$ cat src/rtl/posit_pack_8bit_pkg.sv
// Shared field positions, constants and stage-1 payload for the Posit8 (es=0) packer.
package posit_pack_8bit_pkg;

  localparam int UNP_W   = 21;
  localparam int POSIT_W = 8;
  localparam int BODY_W  = 7;
  localparam int EXP_W   = 5;
  localparam int FRAC_W  = 13;

  localparam int BIT_INF  = 20;
  localparam int BIT_ZERO = 19;
  localparam int BIT_SIGN = 18;
  localparam int EXP_MSB  = 17;
  localparam int EXP_LSB  = 13;
  localparam int FRAC_MSB = 12;
  localparam int FRAC_LSB = 0;

  localparam int EXP_BIAS = 15;

  localparam logic [POSIT_W-1:0] POSIT_NAR    = 8'h80;
  localparam logic [POSIT_W-1:0] POSIT_ZERO   = 8'h00;
  localparam logic [POSIT_W-1:0] POSIT_MAXPOS = 8'h7F;
  localparam logic [POSIT_W-1:0] POSIT_MINPOS = 8'h01;

  typedef struct packed {
    logic              inf;
    logic              zero;
    logic              sign;
    logic              sat_hi;
    logic              sat_lo;
    logic [BODY_W-1:0] body;
    logic              guard;
    logic              sticky;
  } s1_t;

endpackage

$ cat src/rtl/posit_round_rne8.sv
// Round-to-nearest-even of the 7-bit posit body, then clamp the magnitude to minpos..maxpos.
module posit_round_rne8
  import posit_pack_8bit_pkg::*;
(
  input  logic [BODY_W-1:0]  i_body,
  input  logic               i_guard,
  input  logic               i_sticky,
  input  logic               i_sat_hi,
  input  logic               i_sat_lo,
  output logic [POSIT_W-1:0] o_mag
);

  function automatic logic [POSIT_W-1:0] rne_round(input logic [BODY_W-1:0] body,
                                                   input logic guard, input logic sticky);
    logic up;
    up = guard & (sticky | body[0]);
    return {1'b0, body} + {{(POSIT_W-1){1'b0}}, up};
  endfunction

  // A carry out of the regime lands on 0x80; that and any over-range exponent pin to maxpos.
  function automatic logic [POSIT_W-1:0] clamp_mag(input logic [POSIT_W-1:0] sum,
                                                   input logic sat_hi, input logic sat_lo);
    if (sat_hi || (sum > POSIT_MAXPOS)) return POSIT_MAXPOS;
    if (sat_lo || (sum == POSIT_ZERO))  return POSIT_MINPOS;
    return sum;
  endfunction

  assign o_mag = clamp_mag(rne_round(i_body, i_guard, i_sticky), i_sat_hi, i_sat_lo);

endmodule

$ cat src/rtl/posit_pack_8bit.sv
// Two-stage packer: unpacked multiplier result -> Posit8 (es=0), valid/ready on both sides.
module posit_pack_8bit
  import posit_pack_8bit_pkg::*;
(
  input  logic               clk,
  input  logic               rst,
  input  logic               in_valid,
  output logic               in_ready,
  input  logic [UNP_W-1:0]   unpacked,
  output logic               out_valid,
  input  logic               out_ready,
  output logic [POSIT_W-1:0] posit
);

  logic               r_vld_p1, r_vld_p2;
  s1_t                w_s1, r_s1_p1;
  logic [POSIT_W-1:0] r_posit_p2, w_posit, w_mag;
  logic               w_s2_en, w_s1_load;

  logic [EXP_W-1:0]   w_exp;
  logic [FRAC_W-1:0]  w_frac, w_mf;
  logic               w_sign, w_inc, w_k_neg;
  logic [6:0]         w_exp_adj;
  logic signed [6:0]  w_k;
  logic [2:0]         w_shamt;
  logic signed [31:0] w_seed;
  logic [31:0]        w_regime;

  assign w_s2_en   = !r_vld_p2 || out_ready;
  assign in_ready  = !r_vld_p1 || w_s2_en;
  assign w_s1_load = in_valid && in_ready;
  assign out_valid = r_vld_p2;
  assign posit     = r_posit_p2;

  // ---- stage 1: magnitude and regime ----
  assign w_sign = unpacked[BIT_SIGN];
  assign w_exp  = unpacked[EXP_MSB:EXP_LSB];
  assign w_frac = unpacked[FRAC_MSB:FRAC_LSB];

  // Negative values are -(2-f): fraction is the 13-bit two's complement, and f=0 bumps the exponent.
  assign w_inc     = w_sign && (w_frac == '0);
  assign w_mf      = w_sign ? (~w_frac + 13'd1) : w_frac;
  assign w_exp_adj = {2'b00, w_exp} + {6'b0, w_inc};
  assign w_k       = $signed(w_exp_adj - 7'(EXP_BIAS));
  assign w_k_neg   = w_k[6];

  // Seed "10" replicated by arithmetic shift gives k+1 ones; seed "01" logically shifted gives -k zeros.
  assign w_shamt  = w_k_neg ? ~w_k[2:0] : w_k[2:0];
  assign w_seed   = {(w_k_neg ? 2'b01 : 2'b10), w_mf, 17'b0};
  assign w_regime = w_k_neg ? (w_seed >> w_shamt) : (w_seed >>> w_shamt);

  always_comb begin
    w_s1        = '0;
    w_s1.inf    = unpacked[BIT_INF];
    w_s1.zero   = unpacked[BIT_ZERO];
    w_s1.sign   = w_sign;
    w_s1.sat_hi = (w_k > 7'sd5);
    w_s1.sat_lo = (w_k < -7'sd6);
    w_s1.body   = w_regime[31 -: BODY_W];
    w_s1.guard  = w_regime[31-BODY_W];
    w_s1.sticky = |w_regime[31-BODY_W-1:0];
  end

  always_ff @(posedge clk) begin
    if (w_s1_load) r_s1_p1 <= w_s1;
  end

  // ---- stage 2: round, clamp, sign and specials ----
  posit_round_rne8 u_round (
    .i_body   (r_s1_p1.body),
    .i_guard  (r_s1_p1.guard),
    .i_sticky (r_s1_p1.sticky),
    .i_sat_hi (r_s1_p1.sat_hi),
    .i_sat_lo (r_s1_p1.sat_lo),
    .o_mag    (w_mag)
  );

  always_comb begin
    w_posit = w_mag;
    if (r_s1_p1.sign) w_posit = ~w_mag + 8'd1;
    if (r_s1_p1.zero) w_posit = POSIT_ZERO;
    if (r_s1_p1.inf)  w_posit = POSIT_NAR;
  end

  always_ff @(posedge clk or posedge rst) begin
    if (rst) begin
      r_vld_p1   <= 1'b0;
      r_vld_p2   <= 1'b0;
      r_posit_p2 <= POSIT_ZERO;
    end else begin
      if (in_ready) r_vld_p1 <= in_valid;
      if (w_s2_en) begin
        r_vld_p2 <= r_vld_p1;
        if (r_vld_p1) r_posit_p2 <= w_posit;
      end
    end
  end

endmodule
$ cat config.mk
export PLATFORM = sky130hd
export DESIGN_NAME = posit_pack_8bit
export DESIGN_NICKNAME = d
export VERILOG_FILES = /design/src/rtl/posit_pack_8bit_pkg.sv /design/src/rtl/posit_round_rne8.sv /design/src/rtl/posit_pack_8bit.sv
export SDC_FILE = /design/constraint.sdc
export NUM_CORES = 1
export LEC_CHECK = 0
export CAP_MARGIN = 10
export CORE_MARGIN = 2
export CORE_UTILIZATION = 57
export CTS_BUF_LIST = sky130_fd_sc_hd__clkbuf_2
export DETAILED_ROUTE_END_ITERATION = 10
export PLACE_DENSITY_LB_ADDON = 0.3
export SLEW_MARGIN = 20
export SYNTH_ARGS = -nofsm -noshare
export SYNTH_HDL_FRONTEND = slang
export SYNTH_SLANG_ARGS = --single-unit
export TNS_END_PERCENT = 20
$ cat constraint.sdc
create_clock -name clk -period 3.1 [get_ports clk]
set_input_delay 0.465 -clock clk [delete_from_list [all_inputs] [get_ports clk]]
set_output_delay 0.465 -clock clk [all_outputs]
set_load 0.1 [all_outputs]
**Zoomed window**

Region (14, 1) to (54, 41) µm. Cells in gray, sequential cells in the stronger gray; small squares are vias.
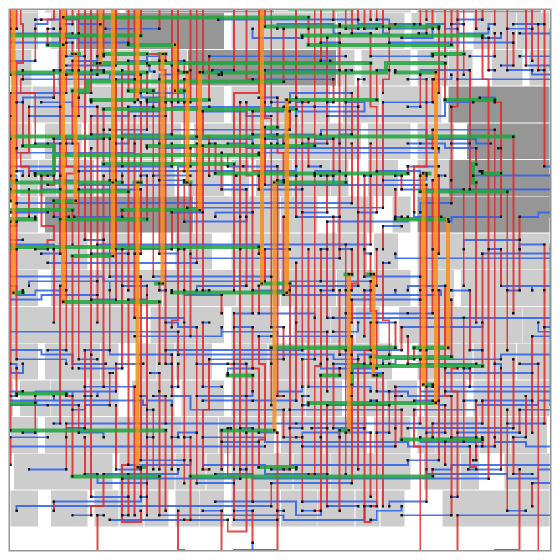
layer	color
M2	red
M4	orange
M1	blue
M3	green
sequential cells in the window	7
cells with their middle in the window	147
netlist names of flops here include	r_s1_p1 (7)
most frequent	buf_4 (29), nand2_1 (10), edfxtp_1 (7)

**Cell outlines without signal wires**

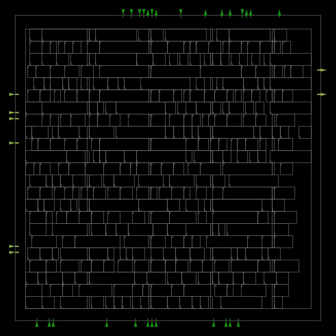
fillcell total: 210
flop share of the area: 19.5%
Final Instance Count excl. Fillers: 424

**Metal layers overlaid**

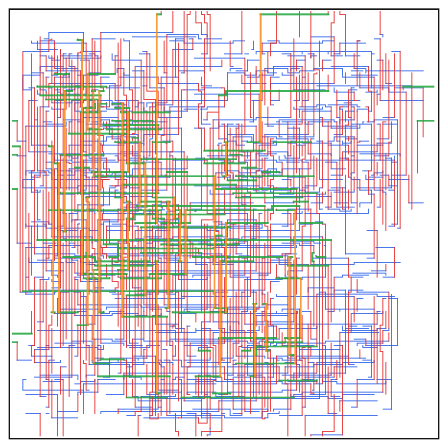
layer	color	wire length
M3	green	773 µm
M1	blue	3080 µm
M2	red	4400 µm
M4	orange	530 µm
Tot GR Track Use: 35.1%
DR WL/cell: 20.7 µm
final WL: 8780 µm
Via Count: 2851

==> ci_impl_report.md <==
## PnR job results

| Metric | Value |
|---|---|
| Die Ht | `68.4 µm` |
| Synth top area share | `about 18%` |
| Critical path's slowest cell | `or4b_4` |
| TritonCTS Sinks | `24` |
| Critical R2R Launch | `r_s1_p1[2]` |
| CP endpoint | `r_s1_p1[0]` |
| Unrepaired setup endpoints after global routing | `true` |
| Buf+Inv Stages, Crit Path | `4` |
| Switch Pwr | `between 0.5 and 0.6 mW` |
| Die area | `0.00467 mm²` |
| Outcome | `complete, but fails checks` |
| R2r setup slk | `approximately 0.44 ns` |
| Final Setup Violations | `5` |
| Most frequent cells after synthesis | `nand2_1 (29), o21ai_0 (27), inv_1 (19), nor2_1 (16)` |
| Crit path from | `unpacked[0]` |
| GR Overflow Total | `0` |
| Failing checks | `negative setup slack` |
| Part of the power in registers | `between 30% and 40%` |
| Initial DRC Count | `344` |
| HPWL after detailed placement | `5490 µm` |
| Top cells by area | `edfxtp_1 (18%), dfrtp_1 (11%), o21ai_0 (5.7%)` |
| Ys Warns | `0` |
| Switching part of the total | `between 40% and 50%` |
| Crit path DRT | `between 3 and 4 ns` |
| First-pass GRT wire length | `roughly 12000 µm` |
| Root Driver | `clkbuf_2` |
| Syn_nets | `about 320` |
| CTS tree | `built` |
| Netlist cell types | `64` |
| Combinational gate power | `0.682 mW` |
| Delay-heaviest family, CP | `AND-OR/OR-AND gates` |
| Pre-CTS WS | `-1.15 ns` |
| Post-Synthesis Cells | `roughly 290` |
| Area fraction in mux cells | `less than 1%` |
| Slack of the critical path | `-0.221 ns` |
| PwrDens | `between 300 and 400 mW/mm²` |
| Clock slew at reported path FFs | `between 0.2 and 0.25 ns` |
| Worst Tran Pin Value | `~0.90 ns` |
| Critical Path Start Type | `primary input` |
| Vias per inst | `6.72` |
| Most numerous cell in the Yosys netlist | `nand2_1` |
| Mapped Area | `around 0.0024 mm²` |
| PortBufs | `34` |
| Path type of the worst setup path | `primary input to register` |
| Registers, synthesis | `24` |
| Fp util | `between 50 and 60%` |
| Setup crit end kind | `register` |
| CP Depth | `17` |
| Share of layout cells above drive strength 1 | `31.6%` |
| Final min period | `3.32 ns` |
| R2R Path End | `posit[6]` |
| Core area | `roughly 0.004 mm²` |
| Sequential power | `between 0.4 and 0.5 mW` |
| FP Rows | `23` |
| Compound-Gate Fraction of Synth Area | `a little under a third` |
| Tool Warnings | `29` |
| Vias in the first global route | `between 2000 and 3000` |
| 1st-pass router iterations | `5` |
| Top FF cell, synth | `edfxtp_1` |
| CP dominant cell by count | `ha_4` |
| Total I/O pin count | `35` |
| Worst EP arrival | `approximately 3.5 ns` |
| Slew Limit Headroom | `roughly 40%` |
| Max Clk Rate | `approximately 300 MHz` |
| Final hold slack | `between 0.3 and 0.4 ns` |
| VDD IR max | `about 0.19 mV` |
| Yosys xor share | `under 10%` |
| Post-synth ARST share | `a little over two fifths` |
| Area share of fa/ha/maj cells after synthesis | `under 10%` |
| Synth Seq Share | `around 28%` |
| DRC | `0` |
| Pins Over Slew Limit | `0` |
| Diode count | `0` |
| Clock Path Buffers | `2` |
| R2R depth | `10` |
| Power Internal | `approximately 0.67 mW` |
| Fin crit share | `107%` |
| Largest logic family | `AND-OR/OR-AND gates` |
| Leak | `between 1 and 1.5 nW` |
| Max power group | `combinational logic` |
| Top cell excl fill/tap | `buf_4` |
| Max Cap Violations | `0` |
| Hold Vio Cnt, Final | `0` |
| Crit path cell chain | `buf_8 -> inv_6 -> ha_4 -> or4b_4 -> nor3_4 -> nand3_1 -> ha_2 -> inv_2 -> ha_4 -> a31oi_4 -> inv_6 -> ha_4 -> a2111oi_4 -> a31oi_1 -> a2111oi_2 -> o2111ai_2 -> a21bo_1` |
| Hold WC Path Type | `primary input to asynchronous set/reset pin` |
| CP max stage delay | `between 0.5 and 0.6 ns` |
| Post-synth EDFFs | `14` |
| Post-synthesis simple-gate area fraction | `between 20% and 30%` |
| Comb pwr share | `56.2%` |
| Most frequent cells in the layout | `buf_4 (65), nand2_1 (29), o21ai_0 (26)` |
| Antenna viol nets, final | `0` |
| Yosys stat area | `0.00236 mm²` |
| Largest net degree at the start of global routing | `18` |
| Routability cong. | `around 0.95` |
| Max Fanout on Critical Path | `5` |
| Die X | `about 68 µm` |
| Area Overhead vs Synth | `45.7%` |
| Initial antenna violation count | `0` |
| Yosys stat cell total | `between 200 and 300` |
| H-tree Lvls | `1` |
| Cell accounting for the most synthesized area | `edfxtp_1` |
| CTS buffer count | `3` |
| Nets@finish | `407` |
| Mean Syn Cell Area | `slightly above 8 µm²` |
**Clock distribution**

The bar under the picture is 20 µm long.
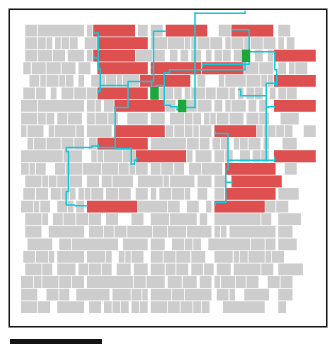
[flip-flops] red | count: 24
[clock wires] cyan | length: 273 µm
[clock-net drivers] green | count: 3
routed clock nets	4
part of the power in the clock network: 10.2%
Clk. pwr: 0.124 mW
Worst-Skew Late Latency: 0.34 ns
Clock Skews: 0.00538 ns

**M3 wires**

The bar under the picture is 20 µm long.
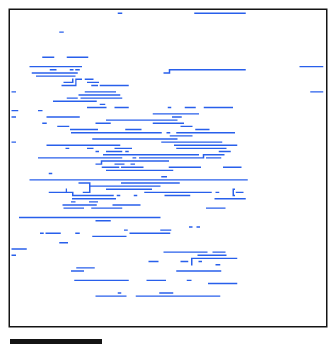
wire length on this layer	773 µm
nets with wire on the layer	87
share of all routed wire	8.8%
longest straight run	46.9 µm
main direction	horizontal
met3 GRT Util: 5.76%

-- registers in the layout (all words and copies together) (netlist names) --
signal / count
posit: 8
out_valid: 1
r_s1_p1: 14
r_vld_p1: 1
-- metal layers --
layer	wire length, µm	vias to the layer above	track usage, %
met1	3080	1320	40.8
met5	0	-	0
met2	4400	214	63.7
li1	-	1254	-
met3	773	63	5.76
met4	530	0	14.0
-- stage by stage --
stage	power, mW	area (µm²)	TNS [ns]	cells	util (%)
finish	1.21	3440	-0.638	424	86.0
global route	1.26	3440	-1.02	424	86.0
CTS	1.13	3340	-0.0342	423	83.4
detailed placement	1.00	3230	-7.73	415	80.7
global placement	0.976	3230	-6.56	415	80.7
floorplan	0.790	2490	-1.58	289	-
-- worst register-to-register path, stage by stage (launching register included) --
cell      delay (ns)
edfxtp_1        0.44
o21a_1          0.18
ha_1            0.21
and3_1          0.21
a31oi_1         0.32
a21boi_0        0.30
ha_1            0.21
nand2_1         0.07
o41ai_1         0.36
xor2_1          0.17
o21ai_0         0.08
-- area by class of cell --
cell class | instances | area [µm²] | area share [%]
clock buffers | 3 | 15.0 | 0.437
clock inverters | 1 | 3.75 | 0.109
inverters | 19 | 93.8 | 2.73
multi-input cells | 233 | 1810 | 52.7
flip-flops and latches | 24 | 671 | 19.5
well taps | 50 | 62.6 | 1.82
repair buffers | 94 | 782 | 22.7
-- what timing repair did --
action | in CTS | in global routing
endpoints found under the hold margin | 0 | 0
pin swaps | 14 | 9
endpoints found under the setup margin | 7 | 7
setup buffers | 4 | 1
hold buffers | 0 | 0
gates cloned | 0 | 0
gates resized | 40 | 19
-- kinds of logic after synthesis --
kind of cell | count (synthesis)
muxes | 2
xor gates and xnor gates | 21
and+or+nand+nor | 104
adders and majority gates | 8
AOI/OAI and AO/OA | 98
buffers and inverters | 32
DFF | 24
Power and IR drop assume default switching activity.
